===== src/rtl/twos_comp_arbiter.sv =====
// Round-robin arbiter sharing one two's-complement negate/abs unit behind a registered output stage.
// Define TWOS_COMP_SATURATE_EN to saturate neg/abs of the most negative value to the maximum.
module twos_comp_arbiter #(
    parameter int unsigned DATA_W  = 32,
    parameter int unsigned NUM_REQ = 2,
    localparam int unsigned ID_W   = (NUM_REQ > 1) ? $clog2(NUM_REQ) : 1
) (
    input  logic                      clk,
    input  logic                      rst_n,
    input  logic [NUM_REQ-1:0]        req_valid,
    output logic [NUM_REQ-1:0]        req_ready,
    input  logic [NUM_REQ*DATA_W-1:0] req_data,
    input  logic [NUM_REQ*2-1:0]      req_op,
    output logic                      out_valid,
    input  logic                      out_ready,
    output logic [DATA_W-1:0]         out_data,
    output logic [ID_W-1:0]           out_id,
    output logic                      out_ovf
);

    typedef enum logic [0:0] {StEmpty, StFull} state_e;

    localparam logic [1:0] OpPass   = 2'b00;
    localparam logic [1:0] OpNeg    = 2'b01;
    localparam logic [1:0] OpAbs    = 2'b10;
    localparam logic [1:0] OpNegAbs = 2'b11;

    localparam logic [DATA_W-1:0] MinVal = {1'b1, {(DATA_W-1){1'b0}}};
    localparam logic [DATA_W-1:0] MaxVal = {1'b0, {(DATA_W-1){1'b1}}};

    state_e              state_q, state_d;
    logic [ID_W-1:0]     rr_ptr_q, rr_ptr_d;
    logic [DATA_W-1:0]   out_data_q, out_data_d;
    logic [ID_W-1:0]     out_id_q, out_id_d;
    logic                out_ovf_q, out_ovf_d;

    logic                can_load;
    logic                grant;
    logic                grant_found;
    logic [ID_W-1:0]     grant_idx;
    int unsigned         scan_idx;
    logic [DATA_W-1:0]   sel_data;
    logic [1:0]          sel_op;
    logic [DATA_W-1:0]   neg_data;
    logic                is_min;
    logic [DATA_W-1:0]   res_data;
    logic                res_ovf;

    // Rotating priority search starting at rr_ptr_q.
    always_comb begin
        grant_found = 1'b0;
        grant_idx   = '0;
        scan_idx    = 0;
        sel_data    = '0;
        sel_op      = OpPass;
        for (int unsigned k = 0; k < NUM_REQ; k++) begin
            scan_idx = (32'(rr_ptr_q) + k) % NUM_REQ;
            if (!grant_found && req_valid[scan_idx]) begin
                grant_found = 1'b1;
                grant_idx   = ID_W'(scan_idx);
                sel_data    = req_data[scan_idx*DATA_W +: DATA_W];
                sel_op      = req_op[scan_idx*2 +: 2];
            end
        end
    end

    always_comb begin
        neg_data = ~sel_data + 1'b1;
        is_min   = (sel_data == MinVal);
        res_data = sel_data;
        res_ovf  = 1'b0;
        unique case (sel_op)
            OpPass:   res_data = sel_data;
            OpNeg: begin
                res_data = neg_data;
                res_ovf  = is_min;
            end
            OpAbs: begin
                res_data = sel_data[DATA_W-1] ? neg_data : sel_data;
                res_ovf  = is_min;
            end
            OpNegAbs: res_data = sel_data[DATA_W-1] ? sel_data : neg_data;
            default:  res_data = sel_data;
        endcase
`ifdef TWOS_COMP_SATURATE_EN
        if (res_ovf) begin
            res_data = MaxVal;
        end
`endif
    end

    always_ff @(posedge clk or negedge rst_n) begin
        if (!rst_n) begin
            state_q <= StEmpty;
        end else begin
            state_q <= state_d;
        end
    end

    always_comb begin
        state_d = state_q;
        unique case (state_q)
            StEmpty: if (grant) state_d = StFull;
            StFull:  if (out_ready && !grant) state_d = StEmpty;
            default: state_d = StEmpty;
        endcase
    end

    // rst_n gating keeps req_ready low for the whole reset, not just after the first edge.
    always_comb begin
        out_valid = (state_q == StFull);
        can_load  = (state_q == StEmpty) || (out_ready && out_valid);
        grant     = can_load && grant_found && rst_n;
        req_ready = '0;
        if (grant) begin
            req_ready[grant_idx] = 1'b1;
        end
    end

    always_comb begin
        rr_ptr_d   = rr_ptr_q;
        out_data_d = out_data_q;
        out_id_d   = out_id_q;
        out_ovf_d  = out_ovf_q;
        if (grant) begin
            rr_ptr_d   = ID_W'((32'(grant_idx) + 1) % NUM_REQ);
            out_data_d = res_data;
            out_id_d   = grant_idx;
            out_ovf_d  = res_ovf;
        end
    end

    always_ff @(posedge clk or negedge rst_n) begin
        if (!rst_n) begin
            rr_ptr_q   <= '0;
            out_data_q <= '0;
            out_id_q   <= '0;
            out_ovf_q  <= 1'b0;
        end else begin
            rr_ptr_q   <= rr_ptr_d;
            out_data_q <= out_data_d;
            out_id_q   <= out_id_d;
            out_ovf_q  <= out_ovf_d;
        end
    end

    assign out_data = out_data_q;
    assign out_id   = out_id_q;
    assign out_ovf  = out_ovf_q;

endmodule

===== config.mk =====
export PLATFORM = sky130hd
export DESIGN_NAME = twos_comp_arbiter
export DESIGN_NICKNAME = d
export VERILOG_FILES = /design/src/rtl/twos_comp_arbiter.sv
export SDC_FILE = /design/constraint.sdc
export NUM_CORES = 1
export LEC_CHECK = 0
export CORE_ASPECT_RATIO = 0.9
export CORE_MARGIN = 4
export CORE_UTILIZATION = 45
export CTS_CLUSTER_DIAMETER = 80
export DETAILED_ROUTE_END_ITERATION = 8
export PLACE_DENSITY = 0.85
export SLEW_MARGIN = 20
export SYNTH_ARGS = -nofsm -noshare
export SYNTH_HDL_FRONTEND = slang
export SYNTH_SLANG_ARGS = --single-unit

===== constraint.sdc =====
create_clock -name clk -period 3.9 [get_ports clk]
set_input_delay 0.78 -clock clk [delete_from_list [all_inputs] [get_ports clk]]
set_output_delay 0.78 -clock clk [all_outputs]
set_load 0.02 [all_outputs]

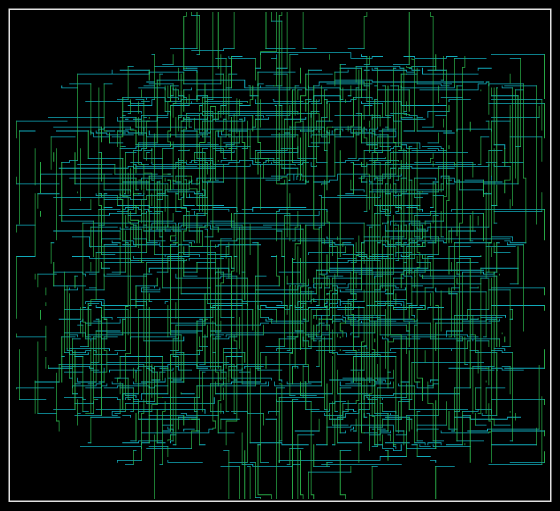
(images/layers.png)
Two of the layers only.
layer	color	wire length
M1	cyan	4490 um
M2	green	5230 um

==> flow_summary_export.csv <==
group,metric,value,unit
outcome,run_status,"finished clean",
finish,fill_cells,488,
drt,route.antenna.remaining_nets,0,
finish,seq_cells,36,
floorplan,fp-utilization,47.53,%
floorplan,n_tap_cell,87,
final_timing,layout_worst_path_cycle_share,93.66,%
final_timing,timing.final.ws_setup,0.2474,ns
global_routing,grt_pass1_wl,17.44,mm
synth,synth-edff-count,0,
finish,non_clock_buffer_count,160,
synth,number_of_cells_in_yosys_stat,356,
final_timing,hold-worst-slack,0.4807,ns
hold_path,hold_class,"reg -> reg",
clocking,cts_buffer_depth,2,
power,seqPwrFrac,30.1,%
final_timing,finalMaxSlewViolations,0,
power,share_comb_of_total_power,53.1,%
critical_path,end_kind,"register",
global_routing,number_of_antenna_violations_at_the_first_check_in_global_routing,0,
final_timing,timing_worst_slew_pin_value,0.5661,ns
clocking,cts_tree,"yes",
drt,wl_per_cell,19.31,um
drt,number_of_iterations_in_the_first_detailed_routing_pass,6,
drt,via_count,3661,
clocking,ctsHtreeMaxLevel,2,
clocking,worst_skew_pair_latency,0.30,ns
clocking,cts_inserted_buffers,5,
floorplan,chipHeight,85.08,um
clocking,postCtsHoldBufs,0,
power,p_int,1034,uW
critical_path,cp-endpoint,"out_data[31]",
power,swShare,39.84,%
floorplan,chip_area,7966,um2
power,p_leak,0.001783,uW
synth,synth_flop_count,36,
drt,via_per_inst,6.258,
finish,bufAreaShareNonClock,32.56,%
global_routing,groute.layer.met1.usage,35.39,%
place,port_buffers,109,
synth,synth_area_leader_cell,"sky130_fd_sc_hd__dfrtp_1",
place,placed_area,4442,um2
finish,layout.comb_gates.multi_input,290,
synth,postSynth.asyncResetShare,100.0,%
power,total_switching_power,685.1,uW
clocking,cts_setup_buffers,0,
power,power_frac_clock,16.8,%
final_timing,rsz_0062_raised_after_global_routing,"no",
finish,flow.area_growth_from_synthesis,53.16,%
global_routing,largest_net_degree_at_the_start_of_global_routing,37,
finish,final_cell_mix,"108 x sky130_fd_sc_hd__clkdlybuf4s50_1, 50 x sky130_fd_sc_hd__buf_4, 45 x sky130_fd_sc_hd__nor2_1",
power,design_power_total,1720,uW
final_timing,timing.final.crit_period,3.653,ns
clocking,root_buffer,"sky130_fd_sc_hd__clkbuf_8",
final_timing,hold_violations,0,
critical_path,reg2reg_to,"out_data[31]",
finish,clock_buffer_count,6,
synth,area_leaders,"sky130_fd_sc_hd__dfrtp_1 30%, sky130_fd_sc_hd__nor2_1 5.7%, sky130_fd_sc_hd__o21ai_0 4.5%, sky130_fd_sc_hd__a21oi_1 3.5%, sky130_fd_sc_hd__a32oi_1 3.2%",
finish,final_common_cell,"sky130_fd_sc_hd__clkdlybuf4s50_1",
critical_path,startpoint,"req_valid[0]",
critical_path,critical_path_peak_fanout,33,
finish,final_area,4549,um2
global_routing,globalRoute.totalOverflow,0,
critical_path,register_to_register_path_setup_slack,0.82,ns
finish,multiInputGateArea,1951,um2
run,max_cap_violations,0,
finish,final_nets,577,
finish,register_area,900.9,um2
place,routability_driven_placement_congestion_ratio,0.9579,
synth,area_of_the_synthesized_netlist_per_yosys_stat,2970,um2
finish,inverters_excl_clock,4,
global_routing,grt-busiest-layer,"met2",
final_timing,setup_viol,0,
finish,post-route-util,72.79,%
place,detailed_place_hpwl,8.638,mm
critical_path,crit_type,"in -> reg",
finish,sh_seq_area,19.80,%
drt,drt_wirelength,11.30,mm
critical_path,crit_path_start_kind,"primary input",
synth,ys_seq_share,30.33,%
power,power.ir.vdd_worst,0.1913,mV
global_routing,number_of_global_route_vias_before_repair,3532,
place,pre_cts_ws,-0.1064,ns
final_timing,relSlewSlack,62.26,%
drt,drt_iter0_markers,268,
synth,syn_area_per_cell,8.344,um2
finish,clk_cell_area_share,2.035,%
global_routing,gr-usage-met3,6.383,%
floorplan,die-width,93.64,um
clocking,cts.sink_count,36,
global_routing,track_usage,27.60,%
critical_path,worstReg2RegStart,"rr_ptr_q",
synth,synth_nets,436,
finish,cell_group_occupying_the_most_layout_area,"logic gates",
critical_path,critical_path_required,4.07,ns
synth,synthFlopType,"sky130_fd_sc_hd__dfrtp_1",
finish,final_layout_size_suffix_gt1_share,16.67,%
run,log.warning_count,30,
synth,ys.warnings.count,0,
clocking,cts.reportedPaths.clkPinSlew,0.07,ns
global_routing,m2_gr_usage,46.49,%
finish,comb_area_share,42.88,%
final_timing,clock_skew,0.009252,ns
drt,drc,0,
power,power.density_cell_area,378.0,nW/um2
synth,syn-instance-count,356,
final_timing,max_freq,273.8,MHz
synth,synthDistinctLibCells,62,
floorplan,num_io_pins,110,
clocking,cts_repair_resize_count,0,
critical_path,worst-endpoint-arrival,3.82,ns
synth,netlist.area_leader.share,30.33,%
finish,antenna_cells,0,
synth,mappedNetlistArea,2970,um2
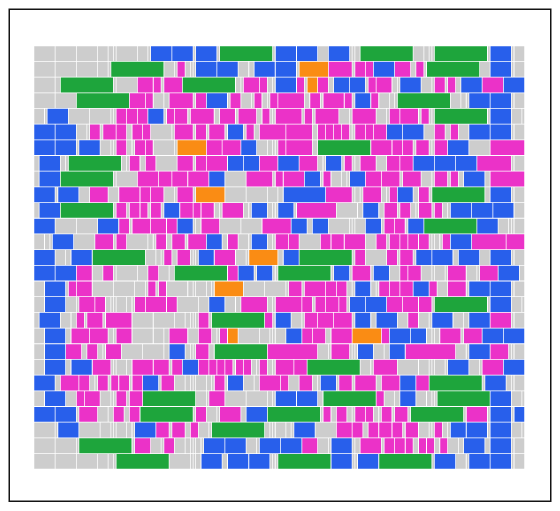
(images/class_map.png)
Fill, decap, tap and diode cells in gray.
class	color	cells
registers	green	36
remaining buffers and delay cells	blue	160
clock drivers and dummy loads	orange	8
remaining logic cells	magenta	294
core box area: 6250 um2
placement row count: 27

-- power groups by stage --
stage	clock network (uW)	logic [uW]	registers, uW
after floorplan	0	357	623
after global placement	0	888	520
after detailed placement	0	901	525
after CTS	294	905	518
after global routing	306	974	532
final	288	913	518
-- cells in the mapped netlist (4+ instances only) --
master and count:
sky130_fd_sc_hd__a31oi_1 11, sky130_fd_sc_hd__o211ai_1 4, sky130_fd_sc_hd__a22o_1 7, sky130_fd_sc_hd__a221o_1 6, sky130_fd_sc_hd__buf_2 4, sky130_fd_sc_hd__ha_1 7, sky130_fd_sc_hd__a32o_1 8, sky130_fd_sc_hd__and3_1 4
sky130_fd_sc_hd__or2_2 4, sky130_fd_sc_hd__clkbuf_1 16, sky130_fd_sc_hd__a22oi_1 11, sky130_fd_sc_hd__dfrtp_1 36, sky130_fd_sc_hd__nand3_1 16, sky130_fd_sc_hd__a32oi_1 11, sky130_fd_sc_hd__nand2_1 17, sky130_fd_sc_hd__o21ai_0 27
sky130_fd_sc_hd__nor2_1 45, sky130_fd_sc_hd__inv_1 4, sky130_fd_sc_hd__mux2_2 4, sky130_fd_sc_hd__or3_1 5, sky130_fd_sc_hd__nand4_1 5, sky130_fd_sc_hd__nor3_1 16, sky130_fd_sc_hd__a21oi_1 21, sky130_fd_sc_hd__o31ai_1 5
sky130_fd_sc_hd__nand2b_1 5
-- stage by stage --
stage | setup TNS [ns] | instances
after detailed placement | -0.1064 | 577
after CTS | 0 | 585
after global placement | -0.007509 | 577
after global routing | 0 | 585
after floorplan | 0 | 356
final | 0 | 585
-- metal layers --
metal  up-vias  share of wire (%)
li1       1681                  -
met1      1717                 40
met2       234                 46
met3        29                 12
met4         0                2.0
met5         -                  0
-- state kept, by name (all words and copies together), names as in the netlist --
name / cells
rr_ptr_q: 1
out_ovf: 1
out_valid: 1
out_id: 1
out_data: 32
-- worst min path at each step --
stage	start	to	cells past startpoint
floorplan	rst_n	out_data[0]	0
global placement	out_id	out_id	1
detailed placement	out_data[2]	out_data[2]	2
CTS	out_id	out_id	1
global route	out_ovf	out_ovf	2
finish	out_data[4]	out_data[4]	2
-- logic make-up (layout without fill, tap and decap cells) --
group / count (synthesis) / count (layout) / synth area share, %
compound gates: 135 / 135 / 33.40
mux: 7 / 7 / 2.527
flops: 36 / 36 / 30.33
buf+inv: 30 / 172 / 4.591
simple gates: 139 / 139 / 25.61
xor+xnor: 2 / 2 / 0.5898
fa+ha+maj: 7 / 7 / 2.948
-- critical path, cell delays in order --
cell	delay [ns]
sky130_fd_sc_hd__clkdlybuf4s50_1	0.49
sky130_fd_sc_hd__buf_4	0.17
sky130_fd_sc_hd__a21boi_4	0.14
sky130_fd_sc_hd__buf_12	0.18
sky130_fd_sc_hd__a32o_1	0.26
sky130_fd_sc_hd__nor4b_4	0.37
sky130_fd_sc_hd__nand4_2	0.17
sky130_fd_sc_hd__or2_4	0.26
sky130_fd_sc_hd__nor2_1	0.13
sky130_fd_sc_hd__ha_1	0.26
sky130_fd_sc_hd__a222oi_1	0.31
sky130_fd_sc_hd__nor2_1	0.07
sky130_fd_sc_hd__a21oi_1	0.12
sky130_fd_sc_hd__o21ai_0	0.09
Power is estimated from default activity; no workload was simulated.
